--- config.mk ---
export PLATFORM = sky130hd
export DESIGN_NAME = win_scan_seq
export DESIGN_NICKNAME = d
export VERILOG_FILES = /design/src/rtl/score4_pkg.sv /design/src/rtl/line_check.sv /design/src/rtl/win_scan_seq.sv
export SDC_FILE = /design/constraint.sdc
export NUM_CORES = 1
export LEC_CHECK = 0
export ABC_AREA = 1
export CAP_MARGIN = 30
export CORE_MARGIN = 2
export CORE_UTILIZATION = 65
export CTS_CLUSTER_SIZE = 10
export DETAILED_ROUTE_END_ITERATION = 12
export PLACE_DENSITY = 0.85
export SLEW_MARGIN = 10
export SYNTH_ARGS = -nofsm -noshare
export SYNTH_HDL_FRONTEND = slang
export SYNTH_SLANG_ARGS = --single-unit
--- constraint.sdc ---
create_clock -name clk -period 9 [get_ports clk]
set_clock_uncertainty 0.2 [all_clocks]
set_input_delay 1.8 -clock clk [delete_from_list [all_inputs] [get_ports clk]]
set_output_delay 1.8 -clock clk [all_outputs]
set_load 0.1 [all_outputs]
--- src/rtl/score4_pkg.sv ---
// Shared types for the board scanner: cell encoding, one-hot line
// directions, and the scan FSM states.
package score4_pkg;

  typedef enum logic [1:0] {
    EMPTY    = 2'd0,
    PLAYER_A = 2'd1,
    PLAYER_B = 2'd2,
    INVALID  = 2'd3
  } cell_t;

  typedef enum logic [1:0] {
    IDLE = 2'd0,
    SCAN = 2'd1,
    DONE = 2'd2
  } state_t;

  typedef logic [3:0] dir_t;

  localparam dir_t DIR_ROW = 4'b0001;  // (i, j+k)
  localparam dir_t DIR_COL = 4'b0010;  // (i+k, j)
  localparam dir_t DIR_LR  = 4'b0100;  // (i+k, j+k)
  localparam dir_t DIR_RL  = 4'b1000;  // (i+k, j-k)

  // Reduce a multi-hit vector to one direction: row > column > l-to-r > r-to-l.
  function automatic dir_t dir_pick(input logic [3:0] hit);
    if (hit[0])      return DIR_ROW;
    else if (hit[1]) return DIR_COL;
    else if (hit[2]) return DIR_LR;
    else if (hit[3]) return DIR_RL;
    else             return 4'b0000;
  endfunction

endpackage

--- src/rtl/line_check.sv ---
// Combinational line detector: from one anchor cell, tests the four
// directions for WIN_LEN equal player cells that all lie on the board.
// Board packing: cell (i,j) occupies bits [(i*COLS+j)*2 +: 2].
module line_check
  import score4_pkg::*;
#(
  parameter int ROWS    = 6,
  parameter int COLS    = 7,
  parameter int WIN_LEN = 4
) (
  input  logic [ROWS*COLS*2-1:0]   board,
  input  logic [$clog2(ROWS)-1:0]  ai,
  input  logic [$clog2(COLS)-1:0]  aj,
  output logic [3:0]               hit,
  output logic [1:0]               val
);

  localparam int BW = $clog2(ROWS*COLS*2);

  function automatic logic [1:0] cell_at(input logic [ROWS*COLS*2-1:0] b,
                                         input int r, input int c);
    return b[BW'((r*COLS + c)*2) +: 2];
  endfunction

  // Walk every direction from the anchor; out-of-bounds lines are rejected
  // before any cell beyond the board edge is looked at.
  always_comb begin
    int   r0;
    int   c0;
    int   dr;
    int   dc;
    int   r_end;
    int   c_end;
    logic ok;
    r0    = int'(ai);
    c0    = int'(aj);
    dr    = 0;
    dc    = 0;
    r_end = 0;
    c_end = 0;
    ok    = 1'b0;
    hit   = 4'b0000;
    val   = cell_at(board, r0, c0);
    for (int d = 0; d < 4; d++) begin
      case (d)
        0:       begin dr = 0; dc = 1;  end
        1:       begin dr = 1; dc = 0;  end
        2:       begin dr = 1; dc = 1;  end
        default: begin dr = 1; dc = -1; end
      endcase
      r_end = r0 + (WIN_LEN-1)*dr;
      c_end = c0 + (WIN_LEN-1)*dc;
      ok = (val == PLAYER_A || val == PLAYER_B) &&
           (r0 < ROWS) && (c0 < COLS) &&
           (r_end < ROWS) && (c_end >= 0) && (c_end < COLS);
      for (int k = 1; k < WIN_LEN; k++) begin
        if (ok) begin
          if (cell_at(board, r0 + k*dr, c0 + k*dc) != val) ok = 1'b0;
        end
      end
      hit[d] = ok;
    end
  end

endmodule

--- src/rtl/win_scan_seq.sv ---
// Sequential board scanner: snapshots a panel, walks anchors in row-major
// order one per cycle, and reports the first winning line, a draw, or
// the presence of invalid cells.
//
// Handshake: start is a request sampled on the rising edge and accepted
// only while busy=0 (IDLE or DONE); the accepting edge snapshots panel and
// clears every result. done is a one-cycle pulse, coincident with busy
// falling, and results hold until the next accepted start.
module win_scan_seq
  import score4_pkg::*;
#(
  parameter int ROWS    = 6,
  parameter int COLS    = 7,
  parameter int WIN_LEN = 4
) (
  input  logic                     clk,
  input  logic                     rst,
  input  logic                     start,
  input  logic [ROWS*COLS*2-1:0]   panel,
  output logic                     busy,
  output logic                     done,
  output logic                     win_a,
  output logic                     win_b,
  output logic [3:0]               dir,
  output logic [$clog2(ROWS)-1:0]  i_win,
  output logic [$clog2(COLS)-1:0]  j_win,
  output logic                     draw,
  output logic                     err,
  output state_t                   state_dbg
);

  localparam int N  = ROWS*COLS;
  localparam int BW = $clog2(N*2);
  localparam int IW = $clog2(ROWS);
  localparam int JW = $clog2(COLS);
  localparam logic [IW-1:0] I_LAST = IW'(ROWS-1);
  localparam logic [JW-1:0] J_LAST = JW'(COLS-1);

  state_t          state_q, state_d;
  logic [N*2-1:0]  snap_q, snap_d;
  logic [IW-1:0]   ai_q, ai_d;
  logic [JW-1:0]   aj_q, aj_d;
  // Registered result of the previous anchor's evaluation; the decision to
  // stop is taken one cycle after evaluation.
  logic [3:0]      chk_hit_q, chk_hit_d;
  logic [1:0]      chk_val_q, chk_val_d;
  logic [IW-1:0]   chk_i_q, chk_i_d;
  logic [JW-1:0]   chk_j_q, chk_j_d;
  logic            chk_last_q, chk_last_d;
  logic            busy_q, busy_d;
  logic            done_q, done_d;
  logic            win_a_q, win_a_d;
  logic            win_b_q, win_b_d;
  dir_t            dir_q, dir_d;
  logic [IW-1:0]   i_win_q, i_win_d;
  logic [JW-1:0]   j_win_q, j_win_d;
  logic            draw_q, draw_d;
  logic            err_q, err_d;

  logic [3:0]      lc_hit;
  logic [1:0]      lc_val;
  logic            any_inv;
  logic            all_full;

  line_check #(
    .ROWS    (ROWS),
    .COLS    (COLS),
    .WIN_LEN (WIN_LEN)
  ) u_line_check (
    .board (snap_q),
    .ai    (ai_q),
    .aj    (aj_q),
    .hit   (lc_hit),
    .val   (lc_val)
  );

  // Whole-snapshot summaries, independent of where the scan stops.
  always_comb begin
    any_inv  = 1'b0;
    all_full = 1'b1;
    for (int n = 0; n < N; n++) begin
      if (snap_q[BW'(n*2) +: 2] == INVALID) any_inv  = 1'b1;
      if (snap_q[BW'(n*2) +: 2] == EMPTY)   all_full = 1'b0;
    end
  end

  // Next-state, anchor walk and result capture.
  always_comb begin
    state_d    = state_q;
    snap_d     = snap_q;
    ai_d       = ai_q;
    aj_d       = aj_q;
    chk_hit_d  = chk_hit_q;
    chk_val_d  = chk_val_q;
    chk_i_d    = chk_i_q;
    chk_j_d    = chk_j_q;
    chk_last_d = chk_last_q;
    busy_d     = busy_q;
    done_d     = 1'b0;
    win_a_d    = win_a_q;
    win_b_d    = win_b_q;
    dir_d      = dir_q;
    i_win_d    = i_win_q;
    j_win_d    = j_win_q;
    draw_d     = draw_q;
    err_d      = err_q;
    case (state_q)
      IDLE, DONE: begin
        state_d = IDLE;
        if (start) begin
          state_d    = SCAN;
          snap_d     = panel;
          ai_d       = '0;
          aj_d       = '0;
          chk_hit_d  = 4'b0000;
          chk_last_d = 1'b0;
          busy_d     = 1'b1;
          win_a_d    = 1'b0;
          win_b_d    = 1'b0;
          dir_d      = 4'b0000;
          i_win_d    = '0;
          j_win_d    = '0;
          draw_d     = 1'b0;
          err_d      = 1'b0;
        end
      end
      SCAN: begin
        chk_hit_d  = lc_hit;
        chk_val_d  = lc_val;
        chk_i_d    = ai_q;
        chk_j_d    = aj_q;
        chk_last_d = (ai_q == I_LAST) && (aj_q == J_LAST);
        // The counter parks on the last anchor rather than wrapping.
        if (!((ai_q == I_LAST) && (aj_q == J_LAST))) begin
          if (aj_q == J_LAST) begin
            aj_d = '0;
            ai_d = ai_q + 1'b1;
          end else begin
            aj_d = aj_q + 1'b1;
          end
        end
        if ((|chk_hit_q) || chk_last_q) begin
          state_d = DONE;
          done_d  = 1'b1;
          busy_d  = 1'b0;
          win_a_d = (|chk_hit_q) && (chk_val_q == PLAYER_A);
          win_b_d = (|chk_hit_q) && (chk_val_q == PLAYER_B);
          dir_d   = dir_pick(chk_hit_q);
          i_win_d = (|chk_hit_q) ? chk_i_q : '0;
          j_win_d = (|chk_hit_q) ? chk_j_q : '0;
          err_d   = any_inv;
          draw_d  = !(|chk_hit_q) && all_full && !any_inv;
        end
      end
      default: state_d = IDLE;
    endcase
  end

  // State and result registers; rst wins over everything, including start.
  always_ff @(posedge clk) begin
    if (rst) begin
      state_q    <= IDLE;
      snap_q     <= '0;
      ai_q       <= '0;
      aj_q       <= '0;
      chk_hit_q  <= 4'b0000;
      chk_val_q  <= 2'b00;
      chk_i_q    <= '0;
      chk_j_q    <= '0;
      chk_last_q <= 1'b0;
      busy_q     <= 1'b0;
      done_q     <= 1'b0;
      win_a_q    <= 1'b0;
      win_b_q    <= 1'b0;
      dir_q      <= 4'b0000;
      i_win_q    <= '0;
      j_win_q    <= '0;
      draw_q     <= 1'b0;
      err_q      <= 1'b0;
    end else begin
      state_q    <= state_d;
      snap_q     <= snap_d;
      ai_q       <= ai_d;
      aj_q       <= aj_d;
      chk_hit_q  <= chk_hit_d;
      chk_val_q  <= chk_val_d;
      chk_i_q    <= chk_i_d;
      chk_j_q    <= chk_j_d;
      chk_last_q <= chk_last_d;
      busy_q     <= busy_d;
      done_q     <= done_d;
      win_a_q    <= win_a_d;
      win_b_q    <= win_b_d;
      dir_q      <= dir_d;
      i_win_q    <= i_win_d;
      j_win_q    <= j_win_d;
      draw_q     <= draw_d;
      err_q      <= err_d;
    end
  end

  assign busy      = busy_q;
  assign done      = done_q;
  assign win_a     = win_a_q;
  assign win_b     = win_b_q;
  assign dir       = dir_q;
  assign i_win     = i_win_q;
  assign j_win     = j_win_q;
  assign draw      = draw_q;
  assign err       = err_q;
  assign state_dbg = state_q;

endmodule

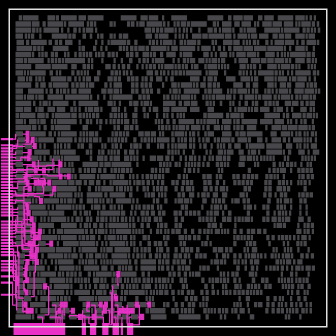
Figure 1: port wiring.
panel -> magenta  # bits 84, direction input, end cells 64, buffers 64, wire 874 µm

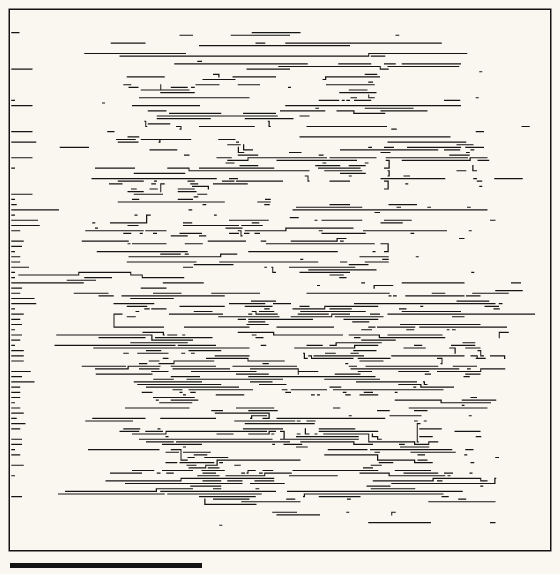
Figure 2: M3 wires.
Bar = 50 µm.
longest straight run = 64.9 µm
wire length on this layer = 5230 µm
nets with wire on the layer = 416

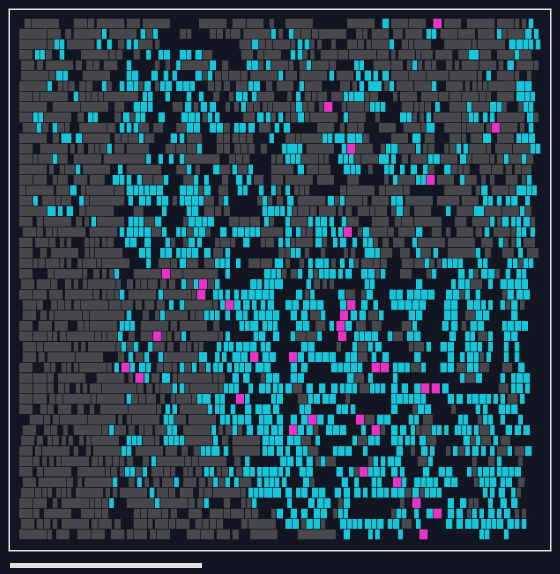
Figure 3: selected gate families.
Bar = 50 µm.
NAND gates -> cyan  # cells 1022, where spread over the die
AND and OR gates -> magenta  # cells 33

==> run summary <==
Synthesis and place-and-route results.

- In the finished design, the share of the clock period the worst path needs comes to 0.6825.
- Along the worst path, the maximum fanout reaches 14.
- The class of the most critical setup path is register to register.
- The sequential element share of the synthesized area is 0.1660.
- Before antenna repair, the detailed router went through 12 iterations.
- Counting flops with a built-in enable in the synthesized netlist gives 0.
- When the netlist entered floorplanning its net count stood at between 2000 and 2500.
- According to the cell report, the number of logic gates is roughly 1700.
- The width of the chip is around 140 µm.
- The clock sink count is 101.
- The count of H-tree levels built during CTS is 3.
- The remaining number of nets flagged by the antenna check after routing is 0.
- The clock network latency to the later pin of the worst-skew pair is around 360 ps.
- The number of warnings issued by yosys is 0.
- Detailed placement reports a standard cell area of approximately 13000 µm².
- The dominant delay contributor by cell family on the critical path is adder cells.
- The flip-flop and latch count is slightly above 100.
- The post-CTS hold buffer count recorded in the log is 0.
- The floorplan report lists the tap cell count as 234.
- The number of antenna violations at the first check in global routing is 0.
- The largest non-sequential cell family by area is simple AND/OR/NAND/NOR gates.
- The tree is rooted in a sky130_fd_sc_hd__clkbuf_16.
- The flip-flop count of the largest register, all copies and words added is about 64.
- Per the layout area report, the combinational fraction of cell area is 0.6784.
- The number of cells produced by synthesis is approximately 2100.
- TritonCTS built the clock tree.
- Per the gpl log, the routability congestion estimate is around 1.1.
- The capturing element type of the critical path is a register.
- The worst path in the final design needs a cycle of between 6000 and 7000 ps, including I/O delays and setup.
- The final count of negative-setup-slack endpoints is 0.
- The largest stage delay on the critical path is just over 800 ps.
- The buffer-and-inverter tally for the worst setup path is 3.
- The share of synthesized area in the top cell type comes to 0.1868.
- Yosys attributes the largest share of cell area to sky130_fd_sc_hd__nand2_1 19%, sky130_fd_sc_hd__dfxtp_1 17%, sky130_fd_sc_hd__nand3_1 16%.
- The number of port buffers is ~84.
- For reference, the critical path cell chain is inv_1 > ha_1 > buf_4 > inv_1 > fa_1 > nand3_1 > and2_1 > ha_1 > nor2_1 > xor2_1 > ha_1 > or2_2 > nand2_1 > nand3_1 > nand2_1 > nand3_1 > nand2_1 > nand2_1 > nor2_1 > nand4_1 > a21oi_1.
- The final layout contains approximately 2300 nets.
- The data arrival time of the critical path is 6200 ps.
- Total global-route track usage over all layers is 0.4370.
- The flow ran to the end, and the final reports show no timing, DRC or antenna violations.
- The overall overflow remaining after global route is 0.
- The largest net degree at the start of global routing is about 100.
- The ratio of cells with drive above 1 in the final layout is 0.03343.
- STA puts the critical path data required time at 9060 ps.
- Of the total synthesized cell area, the portion taken by AND-OR and OR-AND cells is 0.1680.
- Excluding fillers, the count of instances in the completed layout stands at 2328.
- The area added between synthesis and finish is 9.985%.
- The number of non-clock buffers is 97.
- The flow reports an fmax of about 160 MHz.
- The half-perimeter wire length after placement is 34260 µm.
- The share of flip-flops with an asynchronous set or reset after synthesis is 0.
- The TritonCTS buffer count is 9.
- The via count is approximately 15000.
- The synthesized area divided by synthesized cell count is 5.901 µm².
- The OpenROAD warning count is approximately 79.
- Ranked by instance count, the synthesized netlist is headed by 606 x sky130_fd_sc_hd__nand2_1, 384 x sky130_fd_sc_hd__nand3_1, 181 x sky130_fd_sc_hd__inv_1.
- The number of cells reported by Yosys stat comes to 2064.
- Wires add up to about 44000 µm.
- The sum of negative setup slack is 0 ps.
- Per the layout area report, the combinational gate area comes to 9087 µm².
- The kind of start point of the critical path is a register.
- In this run, the synthesized area fraction spent on xor and xnor cells is recorded as 0.03626.
- The number of global-route vias before repair was 13373.
- The max-capacitance violation count is 0.
- The register with the most flip-flops is snap_q.
- The non-clock buffering overhead in the final layout is 0.07248.
- The count of pins on the block boundary is 105.
- The slew check shows that the tightest pin keeps a relative margin of 0.3268.
- Summing every instance area after synthesis gives 12180 µm².
- Setup repair after global routing left no endpoint under its margin.
- The cell type with the largest total area is sky130_fd_sc_hd__nand2_1.
- The starting density of the core is 0.6577.
- The type of the worst min-delay path is register to register.
- The largest buffer count on any clock path is 2.
- The wire length of the first global-routing pass is between 60000 and 70000 µm.
- Measured on the final layout, the clock distribution area share stands at 0.02447.
- The average vias per placed instance is roughly 6.4.
- The post-route cell area is around 13000 µm².
- The total of cells resized after clock tree synthesis is 0.
- The inverter tally of the final layout excluding the clock network is around 190.
- In the Yosys stats the netlist draws on roughly 48 distinct library cells.
- Clock-pin slew was measured on the worst setup and hold paths at roughly 80 ps.
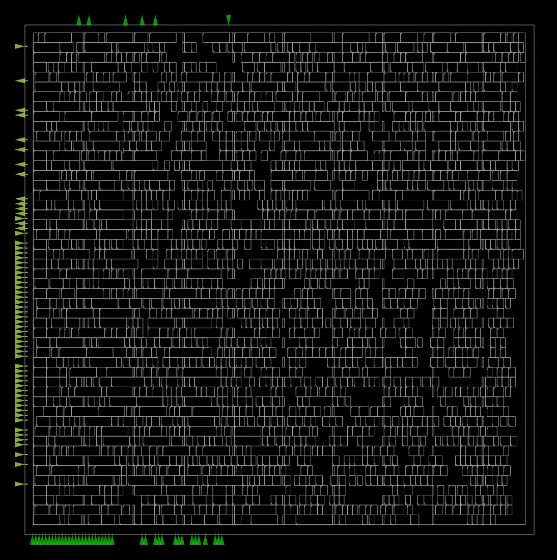
Figure 4: placement view.
standard cell core area: 18520 µm²
tally of filler cells in the layout: 1603
fraction of the core area covered by cells at the end of the flow: 0.7234
Seq area share: 0.1509
Rows: 50

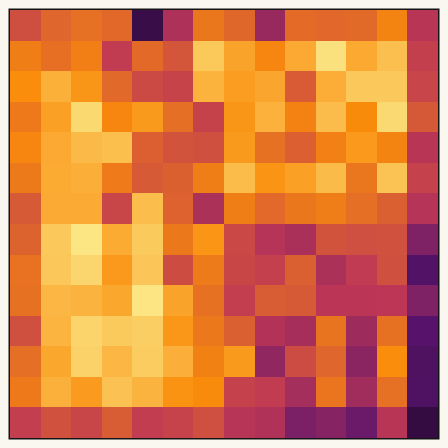
Figure 5: cell density map.
14 x 14 tiles, from black (low) to pale yellow (high), 0 to 100% covered.
mean over tiles = 66%
emptiest ninth of the die = south-east
fullest tile = 94%
tiles over 75% full = 35%

[worst paths after layout]
path              start      endpoint  cells after the start
max             ai_q[0]  chk_hit_q[3]                     21
min          chk_last_q    chk_last_q                      2
max reg2reg     ai_q[0]  chk_hit_q[3]                     21
min reg2reg  chk_last_q    chk_last_q                      2
[per-stage QoR]
| step | hold WS [ps] | setup WS, ps | util |
|---|---|---|---|
| floorplan | 241.1 | 3913 | - |
| global placement | 248.5 | 3206 | 0.7031 |
| detailed placement | 255.2 | 3058 | 0.7031 |
| CTS | 271.6 | 3020 | 0.7208 |
| global route | 283.4 | 2505 | 0.7234 |
| finish | 268.7 | 2857 | 0.7234 |
[layout by cell type, fill, tap and decap left out, types with 25 or more instances in the layout]
cell	count
sky130_fd_sc_hd__nand2_1	605
sky130_fd_sc_hd__nand3_1	384
sky130_fd_sc_hd__inv_1	181
sky130_fd_sc_hd__nor2_1	129
sky130_fd_sc_hd__a21oi_1	116
sky130_fd_sc_hd__o21ai_0	116
sky130_fd_sc_hd__dfxtp_1	101
sky130_fd_sc_hd__clkdlybuf4s50_1	84
sky130_fd_sc_hd__ha_1	83
sky130_fd_sc_hd__o211ai_1	76
sky130_fd_sc_hd__xor2_1	25
[layer usage]
| layer | share of wire | up-vias | track usage |
|---|---|---|---|
| li1 | - | 6946 | - |
| met1 | 0.38 | 6676 | 0.5755 |
| met2 | 0.43 | 1097 | 0.6647 |
| met3 | 0.12 | 255 | 0.07439 |
| met4 | 0.075 | 0 | 0.2784 |
| met5 | 0 | - | 0 |
